### config.mk
export PLATFORM = sky130hd
export DESIGN_NAME = calc_port_responder
export DESIGN_NICKNAME = d
export VERILOG_FILES = /design/src/rtl/calc_port_responder.sv
export SDC_FILE = /design/constraint.sdc
export NUM_CORES = 1
export LEC_CHECK = 0
export ABC_AREA = 1
export CAP_MARGIN = 20
export CORE_MARGIN = 2
export CORE_UTILIZATION = 65
export CTS_CLUSTER_SIZE = 14
export DETAILED_ROUTE_END_ITERATION = 8
export MAX_ROUTING_LAYER = met4
export PLACE_DENSITY = 0.92
export SLEW_MARGIN = 20
export SYNTH_ARGS = -nofsm -noshare
export SYNTH_HDL_FRONTEND = slang
export SYNTH_SLANG_ARGS = --single-unit
### constraint.sdc
create_clock -name PClk -period 11.54 [get_ports PClk]
set_input_delay 1.731 -clock PClk [delete_from_list [all_inputs] [get_ports PClk]]
set_output_delay 1.731 -clock PClk [all_outputs]
set_load 0.02 [all_outputs]
### src/rtl/calc_port_responder.sv
// calc_port_responder: responder end of the calc request/response protocol for one port.
// A two-cycle capture feeds a request FIFO. An executor drains it and runs add, sub, or a serial shift.
module calc_port_responder #(
    parameter int CALC_CMD_WIDTH  = 4,
    parameter int CALC_DATA_WIDTH = 32,
    parameter int FIFO_DEPTH      = 4
) (
    input  logic                       PClk,
    input  logic                       Rst,
    input  logic [CALC_CMD_WIDTH-1:0]  req_cmd_in,
    input  logic [CALC_DATA_WIDTH-1:0] req_data_in,
    input  logic [1:0]                 req_tag_in,
    output logic [1:0]                 out_resp,
    output logic [CALC_DATA_WIDTH-1:0] out_data,
    output logic [1:0]                 out_tag,
    output logic                       req_full,
    output logic [7:0]                 drop_cnt
);
    localparam int W    = CALC_DATA_WIDTH;
    localparam int CW   = CALC_CMD_WIDTH;
    localparam int SHW  = $clog2(W);
    localparam int PTRW = $clog2(FIFO_DEPTH);
    localparam int CNTW = $clog2(FIFO_DEPTH + 1);

    localparam logic [CW-1:0] CMD_ADD = CW'(1);
    localparam logic [CW-1:0] CMD_SUB = CW'(2);
    localparam logic [CW-1:0] CMD_SHL = CW'(5);
    localparam logic [CW-1:0] CMD_SHR = CW'(6);
    localparam logic [1:0]    RESP_OK  = 2'd1;
    localparam logic [1:0]    RESP_ERR = 2'd2;

    typedef struct packed {
        logic [CW-1:0] cmd;
        logic [1:0]    tag;
        logic [W-1:0]  op1;
        logic [W-1:0]  op2;
    } entry_t;

    typedef enum logic {CAP_IDLE, CAP_OP2} cap_state_t;
    typedef enum logic {EX_IDLE, EX_SHIFT} ex_state_t;

    cap_state_t cap_state, cap_next;
    ex_state_t  ex_state, ex_next;

    logic [CW-1:0]   cap_cmd;
    logic [1:0]      cap_tag;
    logic [W-1:0]    cap_op1;
    entry_t          mem [FIFO_DEPTH];
    logic [PTRW-1:0] wr_ptr, rd_ptr;
    logic [CNTW-1:0] count;
    logic            push, push_ok, pop, drop;
    entry_t          head;
    logic [W:0]      sum_ext;
    logic [W-1:0]    sh_val;
    logic [SHW-1:0]  sh_cnt;
    logic            sh_left;
    logic [1:0]      sh_tag;

    function automatic logic [PTRW-1:0] ptr_inc(input logic [PTRW-1:0] p);
        return (p == PTRW'(FIFO_DEPTH - 1)) ? '0 : p + PTRW'(1);
    endfunction

    // ---------------- capture FSM ----------------
    // NOTE: sequential state uses <= so every register samples pre-edge values.
    always_ff @(posedge PClk or posedge Rst) begin
        if (Rst) cap_state <= CAP_IDLE;
        else     cap_state <= cap_next;
    end

    // NOTE: next-state is defaulted first so no path leaves it unassigned (no latch).
    always_comb begin
        cap_next = cap_state;
        case (cap_state)
            CAP_IDLE: if (req_cmd_in != '0) cap_next = CAP_OP2;
            CAP_OP2:  cap_next = CAP_IDLE;
            default:  cap_next = CAP_IDLE;
        endcase
    end

    always_ff @(posedge PClk or posedge Rst) begin
        if (Rst) begin
            cap_cmd <= '0;
            cap_tag <= '0;
            cap_op1 <= '0;
        end else if (cap_state == CAP_IDLE && req_cmd_in != '0) begin
            cap_cmd <= req_cmd_in;
            cap_tag <= req_tag_in;
            cap_op1 <= req_data_in;
        end
    end

    // ---------------- request FIFO ----------------
    assign req_full = (count == CNTW'(FIFO_DEPTH));
    assign push     = (cap_state == CAP_OP2);
    assign pop      = (ex_state == EX_IDLE) && (count != '0);
    assign push_ok  = push && (!req_full || pop);
    assign drop     = push && req_full && !pop;
    assign head     = mem[rd_ptr];

    always_ff @(posedge PClk or posedge Rst) begin
        if (Rst) begin
            wr_ptr   <= '0;
            rd_ptr   <= '0;
            count    <= '0;
            drop_cnt <= '0;
        end else begin
            if (push_ok) wr_ptr <= ptr_inc(wr_ptr);
            if (pop)     rd_ptr <= ptr_inc(rd_ptr);
            if (push_ok && !pop)      count <= count + CNTW'(1);
            else if (pop && !push_ok) count <= count - CNTW'(1);
            if (drop && drop_cnt != 8'hFF) drop_cnt <= drop_cnt + 8'd1;
        end
    end

    // NOTE: FIFO storage has no reset; count alone decides which entries are valid.
    always_ff @(posedge PClk) begin
        if (push_ok) mem[wr_ptr] <= '{cmd: cap_cmd, tag: cap_tag, op1: cap_op1, op2: req_data_in};
    end

    // ---------------- execution FSM ----------------
    assign sum_ext = {1'b0, head.op1} + {1'b0, head.op2};

    always_ff @(posedge PClk or posedge Rst) begin
        if (Rst) ex_state <= EX_IDLE;
        else     ex_state <= ex_next;
    end

    always_comb begin
        ex_next = ex_state;
        case (ex_state)
            EX_IDLE:  if (pop && (head.cmd == CMD_SHL || head.cmd == CMD_SHR)) ex_next = EX_SHIFT;
            EX_SHIFT: if (sh_cnt == '0) ex_next = EX_IDLE;
            default:  ex_next = EX_IDLE;
        endcase
    end

    // Response registers default to zero so each result is visible for exactly one cycle.
    always_ff @(posedge PClk or posedge Rst) begin
        if (Rst) begin
            out_resp <= '0;
            out_data <= '0;
            out_tag  <= '0;
            sh_val   <= '0;
            sh_cnt   <= '0;
            sh_left  <= 1'b0;
            sh_tag   <= '0;
        end else begin
            out_resp <= '0;
            out_data <= '0;
            out_tag  <= '0;
            case (ex_state)
                EX_IDLE: if (pop) begin
                    case (head.cmd)
                        CMD_ADD: begin
                            out_tag <= head.tag;
                            if (sum_ext[W]) out_resp <= RESP_ERR;
                            else begin
                                out_resp <= RESP_OK;
                                out_data <= sum_ext[W-1:0];
                            end
                        end
                        CMD_SUB: begin
                            out_tag <= head.tag;
                            if (head.op2 > head.op1) out_resp <= RESP_ERR;
                            else begin
                                out_resp <= RESP_OK;
                                out_data <= head.op1 - head.op2;
                            end
                        end
                        CMD_SHL, CMD_SHR: begin
                            sh_val  <= head.op1;
                            sh_cnt  <= head.op2[SHW-1:0];
                            sh_left <= (head.cmd == CMD_SHL);
                            sh_tag  <= head.tag;
                        end
                        default: begin
                            out_tag  <= head.tag;
                            out_resp <= RESP_ERR;
                        end
                    endcase
                end
                EX_SHIFT: begin
                    if (sh_cnt != '0) begin
                        sh_val <= sh_left ? (sh_val << 1) : (sh_val >> 1);
                        sh_cnt <= sh_cnt - SHW'(1);
                    end else begin
                        out_resp <= RESP_OK;
                        out_data <= sh_val;
                        out_tag  <= sh_tag;
                    end
                end
                default: ;
            endcase
        end
    end
endmodule

**Run 1: the metal 3 layer**

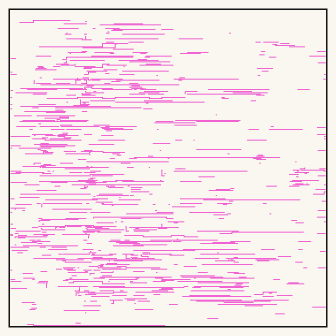
nets with wire on the layer: 377
share of all routed wire: 10%
main direction: horizontal
longest straight run: 86.0 um
wire length on this layer: 6690 um
vias: 18030
met3 global-route usage: 0.05868

**Run 1: placement density heat map**

19 x 19 tiles, from white (low) to dark blue (high), 0 to 100% covered.
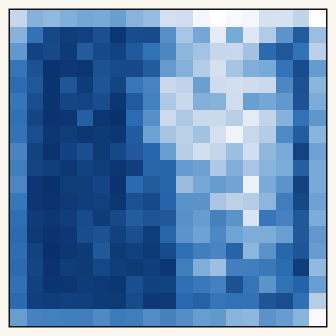
tiles over 75% full: 46%
nearly empty tiles: 0.60%
fullest tile: 100%
mean over tiles: 67%
emptiest ninth of the die: upper right

**Run 1: clock distribution**

Bar = 50 um.
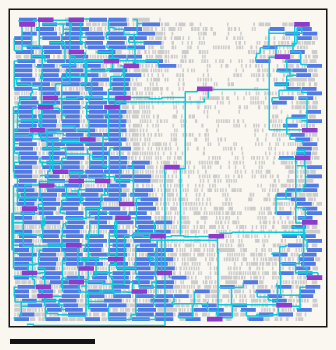
legend:
  clock wires:
    color: cyan
    length: 4710 um
  flip-flops:
    color: blue
    count: 411
  clock drivers:
    color: purple
    count: 40
routed clock nets: 41
flops lie: spread over the die

==> impl_metrics.py, run 1 <==
# Auto-generated metrics
metrics = {
    "setup_path": {
        "max_stage_delay_ns": 0.82,
        "crit_required_ns": 12.01,
        "crit_path_start_kind": "flip-flop",
        "path_buffers": 4,
        "worstSetupStartpoint": "rd_ptr[0]$_DFFE_PP0P_",
        "cp_slowest_cell": "buf_4",
        "critPathMaxFanout": 87,
        "crit_family": "buffers and inverters",
        "ff2ff_path_depth": 21,
        "path_cells": "inv_4 > buf_4 > o21ai_0 > o22ai_1 > ha_1 > fa_1 > inv_1 > nand3_1 > nand3_1 > nand2_1 > nand2_2 > nand2_1 > nand2_1 > nand2_1 > nand2_1 > nand2_2 > inv_2 > nand2_1 > nand2_1 > nand2_1 > nand2_1",
        "worstSetupEndpoint": "out_data[24]$_DFF_PP0_",
        "rr_endpoint": "out_data[24]$_DFF_PP0_",
        "cp.arrival_ns": 5.97,
        "crit_top_cell": "nand2_1",
        "criticalPathCategory": "reg -> reg",
        "critPathCaptureType": "flip-flop",
        "regToRegStartpoint": "rd_ptr[0]$_DFFE_PP0P_",
        "r2r_setup_slack_ns": 6.04,
        "crit_cells": 21,
    },
    "timing": {
        "relSlewSlack": 0.2753,
        "rsz0062_at_grt": "no",
        "tns_ns": 0,
        "clock_skew_ns": 0.02725,
        "hold_viol_final": 0,
        "hold_ws_ns": 0.5009,
        "period_minus_slack_ns": 5.505,
        "finalMaxSlewViolations": 0,
        "setup_viol": 0,
        "finalClockPeriodUsage": 0.4770,
        "worstMarginPinSlew_ns": 1.087,
        "fmax_mhz": 181.7,
        "fin_ws_ns": 6.035,
    },
    "global_route": {
        "grt_max_degree": 88,
        "antenna_found_initial": 0,
        "overflow": 0,
        "grt_pass1_vias": 17130,
        "track_usage": 0.3841,
        "grt_pass1_wl_mm": 99.37,
    },
    "cells_and_area": {
        "final_cell_mix": "nand2_1, inv_1, edfxtp_1, nor2_1, dfrtp_1",
        "instances_no_fill": 3035,
        "fin_util": 0.7348,
        "nNetsFinal": 2678,
        "area_delta_synth_final_pct": 10.81,
        "antenna_cells": 0,
        "fin_area_sq_mm": 0.02403,
        "lay_top_count": "nand2_1",
        "drive_gt1_frac": 0.04975,
    },
    "yosys": {
        "numSynthFlops": 411,
        "synth.top_cell.area_share": 0.3877,
        "ys_types": 44,
        "ys_seq_share": 0.5389,
        "edf_count": 280,
        "yosys_area_sq_mm": 0.02169,
        "xor_share": 0.01656,
        "async_reset_ff_frac": 0.3187,
        "area_leaders": "edfxtp_1, dfrtp_1, nand2_1",
        "yosys.area_share.simple": 0.2227,
        "yosys_cells": 2521,
        "ys_sh_mux": 0.001039,
        "synthAdderAreaFrac": 0.04489,
        "synth_cells": 2521,
        "synthAoiAreaFrac": 0.09687,
        "synth_warnings": 0,
        "syn_area_per_cell_sq_um": 8.602,
        "synth_area_sq_mm": 0.02169,
        "synth_nets": 2637,
        "ff_type": "edfxtp_1",
        "synth_top_cell_by_area": "edfxtp_1",
        "logic_family": "simple AND/OR/NAND/NOR gates",
    },
    "hold_path": {
        "min_from": "sh_val[7]$_DFFE_PP0P_",
        "hold_depth": 2,
        "hold_end": "out_data[7]$_DFF_PP0_",
        "hp-class": "reg -> reg",
    },
    "routing": {
        "ant_nets": 0,
        "vias_per_cell": 5.940,
        "drtIter0Drc": 2463,
        "wl_per_cell_um": 21.39,
        "drc": 0,
        "drt_pass1_iterations": 6,
        "wl_mm": 64.91,
    },
    "place": {
        "port_buffers": 84,
        "gp_congestion": 1.083,
        "dp_hpwl_mm": 43.27,
        "dp.cells": 2962,
        "pre_cts_ws_ns": 6.243,
        "place_area_sq_mm": 0.02272,
    },
    "clock_network": {
        "cts_tree": "done",
        "path_clk_slew_ns": 0.06,
        "cts.htree.levels": 2,
        "post-cts-setup-buffers": 0,
        "cts_root_buf": "clkbuf_16",
        "cts_sinks": 411,
        "post_cts_resize_count": 0,
        "cts_buffer_depth": 3,
        "cts_buffers": 40,
        "cts_hold_buf": 0,
        "worstSkewPairLatency_ns": 0.59,
    },
    "floorplanning": {
        "dieHeight_um": 186.7,
        "die_x_um": 186.7,
        "io-pin-count": 85,
        "core_area_sq_mm": 0.03270,
        "chipArea_sq_mm": 0.03484,
        "fp_util": 0.6631,
        "num_rows": 66,
    },
    "job": {
        "max-cap-violations": 0,
        "tool_warnings": 63,
    },
    "status": {
        "status": "finished, final reports clean",
    },
}
run 1: cell usage after synthesis (2+ instances only):
cell / instances
buf_4: 5
nor2_4: 2
o211ai_1: 2
buf_6: 9
inv_1: 312
a32oi_1: 27
xor2_1: 37
and2_1: 2
clkbuf_1: 54
o21ai_0: 121
xnor2_1: 4
a21oi_2: 3
nor2_2: 10
o21ai_1: 17
and3_1: 3
o22ai_1: 38
buf_1: 4
a31oi_1: 12
fa_1: 3
inv_2: 6
a31oi_2: 20
ha_1: 73
nor3_1: 13
nor2_1: 209
nand4_1: 12
edfxtp_1: 280
o21bai_1: 5
nand3_1: 93
buf_2: 27
nand2_2: 5
mux2_2: 2
nand2_1: 870
a21oi_1: 100
dfrtp_1: 131
run 1: per-layer routing:
layer,vias up,track usage,part of all wire
li1,8257,-,-
met1,8405,0.5311,0.40
met2,1215,0.5921,0.47
met3,150,0.05868,0.10
met4,0,0.1190,0.031
met5,-,-,0
run 1: cell type report:
cell class / instances / area, sq um
sequential: 411 / 11690
fill: 2232 / 8672
multi-input combinational: 1690 / 8317
inverter: 320 / 1209
clock buffer: 54 / 1064
timing repair buffer: 99 / 953.4
tap: 442 / 553.0
clock inverter: 19 / 242.7
run 1: registers in the layout (all words and copies together) (netlist names):
name,flops
cap_cmd,4
sh_cnt,5
out_resp,2
cap_tag,2
mem,280
sh_tag,2
cap_op1,32
count,3
cap_state,1
out_tag,2
sh_val,32
wr_ptr,2
sh_left,1
out_data,32
drop_cnt,8
ex_state,1
rd_ptr,2
==> run 2, diff against run 1 <==
CORE_UTILIZATION = 56   (was 65)
PLACE_DENSITY = 0.85   (was 0.92)
clock period = 4.5 ns   (was 11.54 ns; I/O delays follow)
**Run 2: pin map**

Pins as bars across the die edge, other pins in gray.
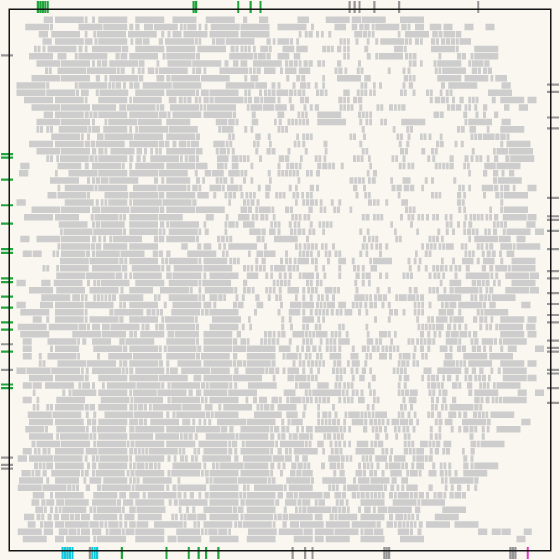
legend:
  drop_cnt:
    color: cyan
    pins: 8
    direction: output
    edge: bottom
  Rst:
    color: magenta
    pins: 1
    direction: input
    edge: bottom
  req_data_in:
    color: green
    pins: 32
    direction: input
    edge: 16 left, 10 top, 6 bottom
Die Width: 200.8 um
PortBufs: 84
die height: 200.8 um

==> run 2 against run 1 <==
  * Sequential share of layout area is 1.2 points lower
  * Final cell count rose by 4.0%
  * Critical path type unchanged
  * Register-to-register slack got worse by 5.7 ns
  * Largest cell class unchanged
==> impl_metrics.py, run 2 <==
# Auto-generated metrics
metrics = {
    "routing": {
        "drt_pass1_iterations": 6,
        "ant_nets": 0,
        "num_vias": 17520,
        "drtIter0Drc": 1848,
        "vias_per_cell": 5.552,
        "dr_wl_met2_mm": 27.28,
        "drc": 0,
        "wl_met1_mm": 26.39,
        "highest_layer": "met4",
        "wl_mm": 59.88,
        "wl_per_cell_um": 18.98,
        "wl_met3_mm": 4.886,
    },
    "yosys": {
        "post-synth-top-count-cell": "nand2_1",
        "async_reset_ff_frac": 0.3187,
        "synth_warnings": 0,
        "common_cells": "nand2_1, inv_1, edfxtp_1, nor2_1, dfrtp_1",
        "synth_nets": 2637,
        "logic_family": "simple AND/OR/NAND/NOR gates",
        "ys_seq_share": 0.5389,
        "synth.top_cell.area_share": 0.3877,
        "synth_cells": 2521,
        "yosys.area_share.simple": 0.2227,
        "yosys_cells": 2521,
        "ys_types": 44,
        "xor_share": 0.01656,
        "synth_top_cell_by_area": "edfxtp_1",
        "numSynthFlops": 411,
        "yosys_area_sq_mm": 0.02169,
        "ff_type": "edfxtp_1",
        "area_leaders": "edfxtp_1, dfrtp_1, nand2_1",
        "synthAdderAreaFrac": 0.04489,
        "synthAoiAreaFrac": 0.09687,
        "synth_area_sq_mm": 0.02169,
        "edf_count": 280,
        "ys_sh_mux": 0.001039,
        "syn_area_per_cell_sq_um": 8.602,
    },
    "cells_and_area": {
        "area_delta_synth_final_pct": 13.54,
        "fin_area_sq_mm": 0.02462,
        "final_cell_mix": "nand2_1, inv_1, edfxtp_1, nor2_1, dfrtp_1",
        "drive_gt1_frac": 0.06447,
        "top_register": "mem",
        "nNetsFinal": 2720,
        "instances_no_fill": 3155,
        "lay_top_count": "nand2_1",
        "antenna_cells": 0,
        "largest_reg_flops": 280,
        "fin_util": 0.6401,
    },
    "global_route": {
        "grt_max_degree": 143,
        "grt_pass1_vias": 16770,
        "overflow": 0,
        "grt_pass1_wl_mm": 93.65,
        "grt.met2_usage": 0.4699,
        "top_usage_layer": "met2",
        "track_usage": 0.3085,
        "grt_use_met3": 0.04140,
        "grtUsageMet1": 0.4438,
        "antenna_found_initial": 0,
    },
    "setup_path": {
        "r2r_setup_slack_ns": 0.32,
        "crit_family": "simple AND/OR/NAND/NOR gates",
        "criticalPathCategory": "reg -> reg",
        "regToRegStartpoint": "rd_ptr[0]$_DFFE_PP0P_",
        "critPathMaxFanout": 37,
        "critPathCaptureType": "flip-flop",
        "rr_endpoint": "out_data[23]$_DFF_PP0_",
        "crit_top_cell": "nand2_1",
        "ff2ff_path_depth": 20,
        "cp_slowest_cell": "o22ai_1",
        "max_stage_delay_ns": 0.55,
        "path_cells": "inv_4 > buf_12 > buf_4 > o21ai_0 > o22ai_1 > ha_1 > buf_4 > nor2_1 > inv_1 > nor2_1 > inv_1 > nor3_1 > nand2_1 > nand2_1 > nor2_4 > buf_12 > nand3_1 > nand2_1 > nand2_1 > nand2_1",
        "crit_required_ns": 4.96,
        "crit_path_start_kind": "flip-flop",
        "cp.arrival_ns": 4.64,
        "path_buffers": 7,
    },
    "hold_path": {
        "min_from": "sh_val[19]$_DFFE_PP0P_",
        "hp-class": "reg -> reg",
        "hold_depth": 2,
        "hold_end": "out_data[19]$_DFF_PP0_",
    },
    "place": {
        "place_area_sq_mm": 0.02320,
        "dp_hpwl_mm": 41.91,
        "gp_congestion": 1.017,
        "dp.cells": 3074,
        "pre_cts_ws_ns": 0.1090,
    },
    "timing": {
        "rsz0062_at_grt": "no",
        "finalClockPeriodUsage": 0.9291,
        "hold_ws_ns": 0.5068,
        "fin_ws_ns": 0.3189,
        "relSlewSlack": 0.2821,
        "hold_viol_final": 0,
        "fmax_mhz": 239.2,
        "finalMaxSlewViolations": 0,
        "tns_ns": 0,
        "worstMarginPinSlew_ns": 1.077,
        "period_minus_slack_ns": 4.181,
        "setup_viol": 0,
        "clock_skew_ns": 0.01997,
    },
    "floorplanning": {
        "core_area_sq_mm": 0.03847,
        "io-pin-count": 85,
        "num_rows": 72,
        "fp_util": 0.5638,
        "chipArea_sq_mm": 0.04031,
    },
    "job": {
        "tool_warnings": 64,
        "max-cap-violations": 0,
    },
    "status": {
        "status": "finished, final reports clean",
    },
    "clock_network": {
        "cts_root_buf": "clkbuf_16",
        "cts_buffers": 42,
        "cts_sinks": 411,
        "cts_buffer_depth": 3,
        "worstSkewPairLatency_ns": 0.59,
        "cts_tree": "done",
        "cts_hold_buf": 0,
        "cts.htree.levels": 2,
        "path_clk_slew_ns": 0.06,
    },
}
[run 2: cell types whose count changed in the layout (fill, tap and decap cells not counted), sizes merged]
cell / delta
inv: +1
clkinv: +1
nor2: +1
buf: +39
clkinvlp: +1
clkbuf: +1
[run 2: worst max-delay path by stage]
stage / startpoint / endpoint / slack (ns) / depth (start not counted)
6_report: rd_ptr[0]$_DFFE_PP0P_ / out_data[23]$_DFF_PP0_ / 0.32 / 20
5_1_grt: rd_ptr[0]$_DFFE_PP0P_ / out_data[7]$_DFF_PP0_ / 0.06 / 20
4_1_cts: rd_ptr[0]$_DFFE_PP0P_ / out_data[23]$_DFF_PP0_ / 0.09 / 19
3_5_place_dp: rd_ptr[0]$_DFFE_PP0P_ / out_data[23]$_DFF_PP0_ / 0.11 / 19
3_3_place_gp: rd_ptr[0]$_DFFE_PP0P_ / out_data[21]$_DFF_PP0_ / 0.36 / 19
2_1_floorplan: count[0]$_DFFE_PP0P_ / mem[0][0]$_DFFE_PP_ / 0.31 / 4
[run 2: repair_timing]
| item | in CTS | in global routing |
|---|---|---|
| setup buffers | 0 | 3 |
| setup endpoints to repair | 0 | 30 |
| gates resized | 0 | 1 |
[run 2: area by class of cell]
cell class,count,area [sq um]
clock buffers,55,1120
clock inverters,22,256.5
fillers,3093,13840
inverters,320,1209
multi-input cells,1691,8328
flip-flops and latches,411,11690
well taps,518,648.1
repair buffers,138,1371
[run 2: cells by family after synthesis]
group | count (synthesis)
flip-flops | 411
AND/OR/NAND/NOR | 1222
multiplexers | 2
AND-OR/OR-AND | 349
buffers and inverters | 420
XOR/XNOR | 41
adder cells (fa/ha/maj) | 76
[run 2: tightest hold or removal path, stage by stage, from the launching register on]
cell	delay, ns
dfrtp_1	0.37
nand2_1	0.06
nand2_1	0.05
